Figure 1. M2 wires (run 1).
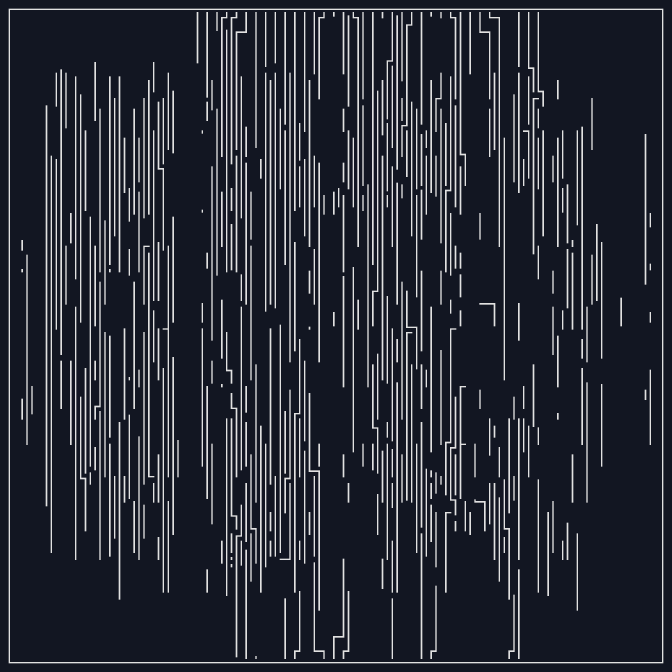
Figure 2. Logic cells by family (run 1).
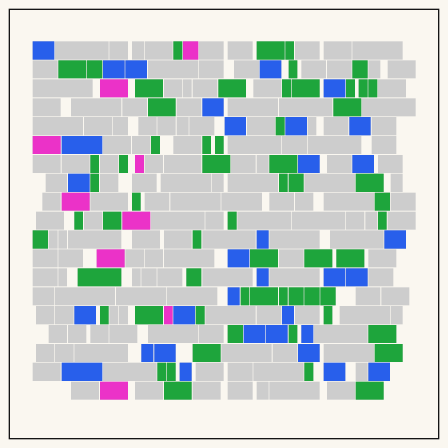
Figure 3. Metal layers overlaid (run 1).
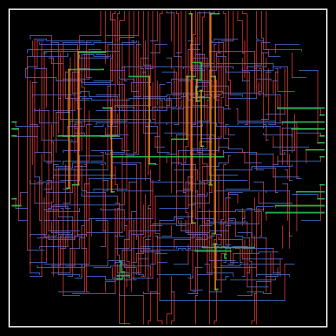
Design shift_arb, sky130hd; sources not shown.
==> impl_metrics.toml, run 1 <==
# physical design summary
[global_route]
grt_pass1_wl_mm = 6.42
grt_pass1_vias = 1471
grt_max_degree = 14
gr-total-overflow = 0

[cells_and_area]
mostFrequentLayoutCell = "clkdlybuf4s50_1"
regArea_sq_um = 726
dominant_cells = "buffers"
clkCellAreaFrac_pct = 2.03
seq_cells = 35
fin_util_pct = 90.7
buffer_area_share_pct = 36.3
layout_top_cells = "clkdlybuf4s50_1, nand2_1, buf_6"
fillers = 101
buffers = 95
final_design_area_no_fill_sq_mm = 0.00259
final_nets = 290
nNonClkInverters = 9
sh_seq_area_pct = 28.0
drive_above_1_share_pct = 59.6
syn_to_final_growth_pct = 109
combGateArea_sq_um = 781
logic_gates = 103
diodes = 0

[logic_synthesis]
syn-num-nets = 192
ys_types = 15
synth_warnings = 0
edf_count = 0
flop_cell = "dfxtp_1"
synth.area.top_cells = "dfxtp_1, nand2_1, a21oi_1, nor2_1, a21oi_2"
synth_flops = 35
synth_area_leader_cell = "dfxtp_1"
most_common_cell = "nand2_1"
ys_seq_share_pct = 56.7
top_cell_area_share_pct = 56.7
syn-cell-area_sq_mm = 0.00124
syn_avg_cell_area_sq_um = 8.19
yosys-top-cells-count = "nand2_1, dfxtp_1, a21oi_1"
async_reset_ff_share_pct = 0

[worst_setup_path]
crit_type = "reg -> out"
cp-start-kind = "register"
cp_common_cell = "nor2_4"
crit_cells = 4
rr_worst_depth = 9
critical_path_required_ns = 0.80
cpMaxStageDelayCell = "dfxtp_2"
ff2ff_setup_slack_ns = -0.35
crit_path_max_fanout = 3
setup.worst_path.end_class = "output pin"
arrival_ns = 1.17
cp_top_family = "simple AND/OR/NAND/NOR gates"
slowest_delay_ns = 0.36
crit_buf_inv = 1

[pwr]
p_seq_share_pct = 45.7
p_switching_mw = 1.07
p_sw_share_pct = 31.5
p_clk_share_pct = 21.5
p_int_mw = 2.33
power_frac_comb_pct = 32.9
p_leak_nw = 1.14
power_mw = 3.40
powerDensity_mw_per_mm2 = 1310

[final_timing]
hold_violations = 0
fin_crit_sh_pct = 137
layout_min_cycle_time_ns = 1.37
setup-violations-final = 37
maxSlewViolCount = 0
finalWorstSetupSlack_ns = -0.369
fin_worst_hold_slack_ns = 0.421
grt_setup_unrepaired = "yes"
clock.fmax_mhz = 731
relSlewSlack_pct = 79.8
tightest_slew_ns = 0.301
tns_ns = -5.42

[die]
fp.dieH_um = 61.6
chip_area_sq_mm = 0.00379
taps = 31
num_io_pins = 66
rows = 19
die_w_um = 61.6
fp_util_pct = 43.3
core_region_area_sq_mm = 0.00285

[cts]
cts_setup_buffers = 19
insertion_delay_ns = 0.33
cts-buffers-inserted = 5
clk_path_buf_depth = 2
holdBufCountCts = 0
cts_resized = 178
cts_sinks = 35
cts_root_buf = "clkbuf_4"
htree_num_levels = 2
cts_tree = "yes"

[run_status]
violations = "setup timing"
outcome = "finished with violations"

[routing]
viasPerCell = 5.22
drt_iter0_drc = 50
dr.pass1.iters = 4
ant_nets = 0
drc = 0

[hold_path]
hold_depth = 3

[place]
dpl.hpwl_mm = 2.64
numPortBuffers = 63
pre_cts_ws_ns = -0.848
gp_congestion = 0.746
dpl_cell_area_sq_mm = 0.00202

[flow_run]
tool_warnings = 31
drv_cap = 0
-- Figure 1 (at the start) --
268 nets have wire on it. The layer holds 58% of the routed length. The layer carries 2,870 um of wire. The wires run mostly vertical. The longest straight run is 37.7 um.
GR Util met2: 44.4%
final WL: 4.94 mm
Via Count: 1,466

-- Figure 2 (at the start) --
NAND gates: drawn in green, cells 61, where spread over the die. NOR gates: drawn in magenta, cells 9. inverting AOI/OAI gates: drawn in blue, cells 33, where spread over the die.
post-route insts no fill: 281
fraction of area in multi-input gates: 30.2%

-- Figure 3 (at the start) --
met3: drawn in green, wire length 161 um. met4: drawn in orange, wire length 223 um. met1: drawn in blue, wire length 1,690 um. met2: drawn in red, wire length 2,870 um.
average wire per standard cell: 17.6 um
Total GRT Usage: 23.2%

[run 1: power groups by stage]
stage | clock (mW) | combinational (mW) | sequential [mW]
2_1_floorplan | 0 | 0.252 | 1.58
3_3_place_gp | 0 | 0.666 | 1.55
3_5_place_dp | 0 | 0.691 | 1.56
4_1_cts | 0.733 | 0.964 | 1.53
5_1_grt | 0.814 | 1.18 | 1.56
6_report | 0.730 | 1.12 | 1.55
[run 1: layer usage]
layer  vias up  GRT usage (%)  wire (um)
met5         -              0          0
met4         0           8.79        223
met3        23           2.73        161
met2        61           44.4       2870
met1       703           25.6       1690
li1        679              -          -
[run 1: logic make-up after synthesis]
kind of cell,after synthesis,synth area share [%]
AOI/OAI and AO/OA,33,14.9
buffers and inverters,13,5.57
DFF,35,56.7
and+or+nand+nor,70,22.9
==> run 2, diff against run 1 <==
--- a/config.mk
+++ b/config.mk
@@ -12,6 +12,7 @@
 export CTS_BUF_LIST = sky130_fd_sc_hd__clkbuf_4
 export CTS_CLUSTER_SIZE = 16
 export DETAILED_ROUTE_END_ITERATION = 8
+export GPL_TIMING_DRIVEN = 1
 export HOLD_SLACK_MARGIN = 0.15
 export PLACE_DENSITY = 0.8
 export SLEW_MARGIN = 20
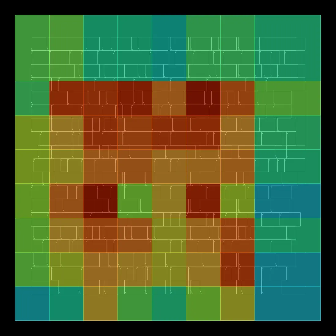
Figure 4: run 2, track usage over the die.
GRT busiest layer: met2
met3 Use GR: 2.73%
Layout Utilization: 90.7%
GRT met1 Usage: 25.6%

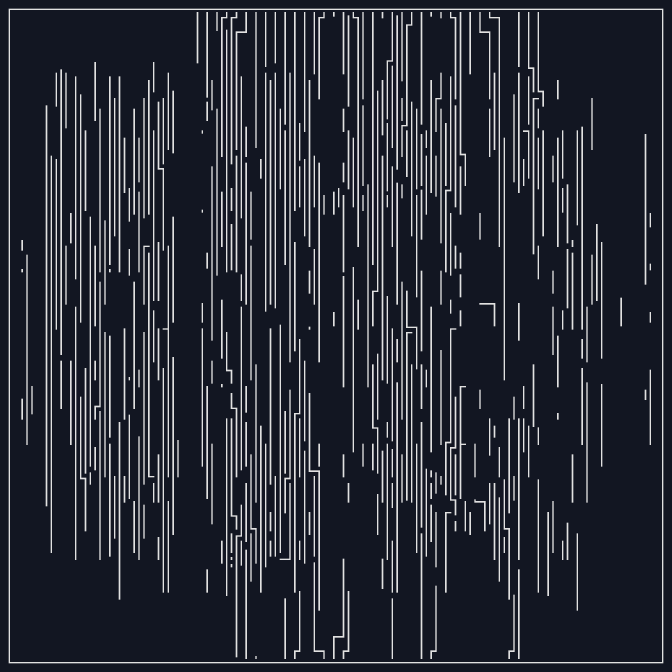
Figure 5: run 2, M2 wires.
The layer carries 2,870 um of wire. The wires run mostly vertical.

==> run 2 against run 1 <==
Effect of this change: critical endpoint unchanged; largest power group unchanged; count of clock-buffer cells in the layout unchanged; flip-flop count did not move; critical path depth unchanged; core utilization is the same; register-to-register slack about the same; worst hold slack unchanged; the flow still finishes with violations (setup timing); design area unchanged; critical path type unchanged; fmax stayed put; first-iteration DRC count stayed put; global-route usage unchanged; die size unchanged; power is the same.
==> impl_metrics.toml, run 2 <==
# physical design summary
[final_timing]
fin_crit_sh_pct = 137
tightest_slew_ns = 0.301
layout_min_cycle_time_ns = 1.37
grt_setup_unrepaired = "yes"
finalWorstSetupSlack_ns = -0.369
tns_ns = -5.42
maxSlewViolCount = 0
hold_violations = 0
fin_worst_hold_slack_ns = 0.421
setup-violations-final = 37

[place]
dpl_cell_area_sq_mm = 0.00202
numPortBuffers = 63

[cts]
htree_num_levels = 2
clk_path_buf_depth = 2
holdBufCountCts = 0
insertion_delay_ns = 0.33
cts-buffers-inserted = 5
cts_root_buf = "clkbuf_4"
cts_sinks = 35

[logic_synthesis]
edf_count = 0
async_reset_ff_share_pct = 0
synth.area.top_cells = "dfxtp_1, nand2_1, a21oi_1, nor2_1, a21oi_2"
syn-num-nets = 192
ys_types = 15
syn-cell-area_sq_mm = 0.00124
synth_area_leader_cell = "dfxtp_1"
ys_seq_share_pct = 56.7

[routing]
ant_nets = 0
wire_per_inst_um = 17.6
dr_wl_met2_mm = 2.87
met3WireLength_um = 161
wl_met1_mm = 1.69
vias = 1466

[worst_setup_path]
slowest_delay_ns = 0.36
cp_common_cell = "nor2_4"
rr_worst_depth = 9
crit_cells = 4
critical_path_required_ns = 0.80
cp_top_family = "simple AND/OR/NAND/NOR gates"
crit_buf_inv = 1
crit_type = "reg -> out"
arrival_ns = 1.17
cpMaxStageDelayCell = "dfxtp_2"

[pwr]
p_leak_nw = 1.14
p_seq_share_pct = 45.7
p_int_mw = 2.33
p_clk_share_pct = 21.5
p_sw_share_pct = 31.5
powerDensity_mw_per_mm2 = 1310
power_mw = 3.40

[cells_and_area]
final_nets = 290
syn_to_final_growth_pct = 109
buffer_area_share_pct = 36.3
sh_seq_area_pct = 28.0
clkCellAreaFrac_pct = 2.03
comb_share_pct = 30.2
buffers = 95
fillers = 101
mostFrequentLayoutCell = "clkdlybuf4s50_1"
layout.cells.non_filler = 281

[global_route]
grt_pass1_wl_mm = 6.42
gr-total-overflow = 0
grt_max_degree = 14

[run_status]
violations = "setup timing"
outcome = "finished with violations"

[flow_run]
tool_warnings = 31

[die]
die_w_um = 61.6
==> run 2: cell counts in the layout (fill, tap and decap cells not counted) <==
No cell type changed its count.
==> run 2: logic make-up (layout without fill, tap and decap cells) <==
kind of cell           count (synthesis)  count (layout)  share of synthesized area (%)
buffers and inverters                 13             112                           5.57
AND-OR/OR-AND                         33              33                           14.9
AND/OR/NAND/NOR                       70              70                           22.9
flip-flops                            35              35                           56.7
==> run 2: power groups by stage <==
stage                     Sequential, mW  Combinational [mW]  Clock (mW)
after global routing                1.56                1.18       0.814
after global placement              1.55               0.666           0
after CTS                           1.53               0.964       0.733
after detailed placement            1.56               0.691           0
final                               1.55                1.12       0.730
after floorplan                     1.58               0.252           0
Power figures rest on the tool's default switching activity, not on a simulated workload.
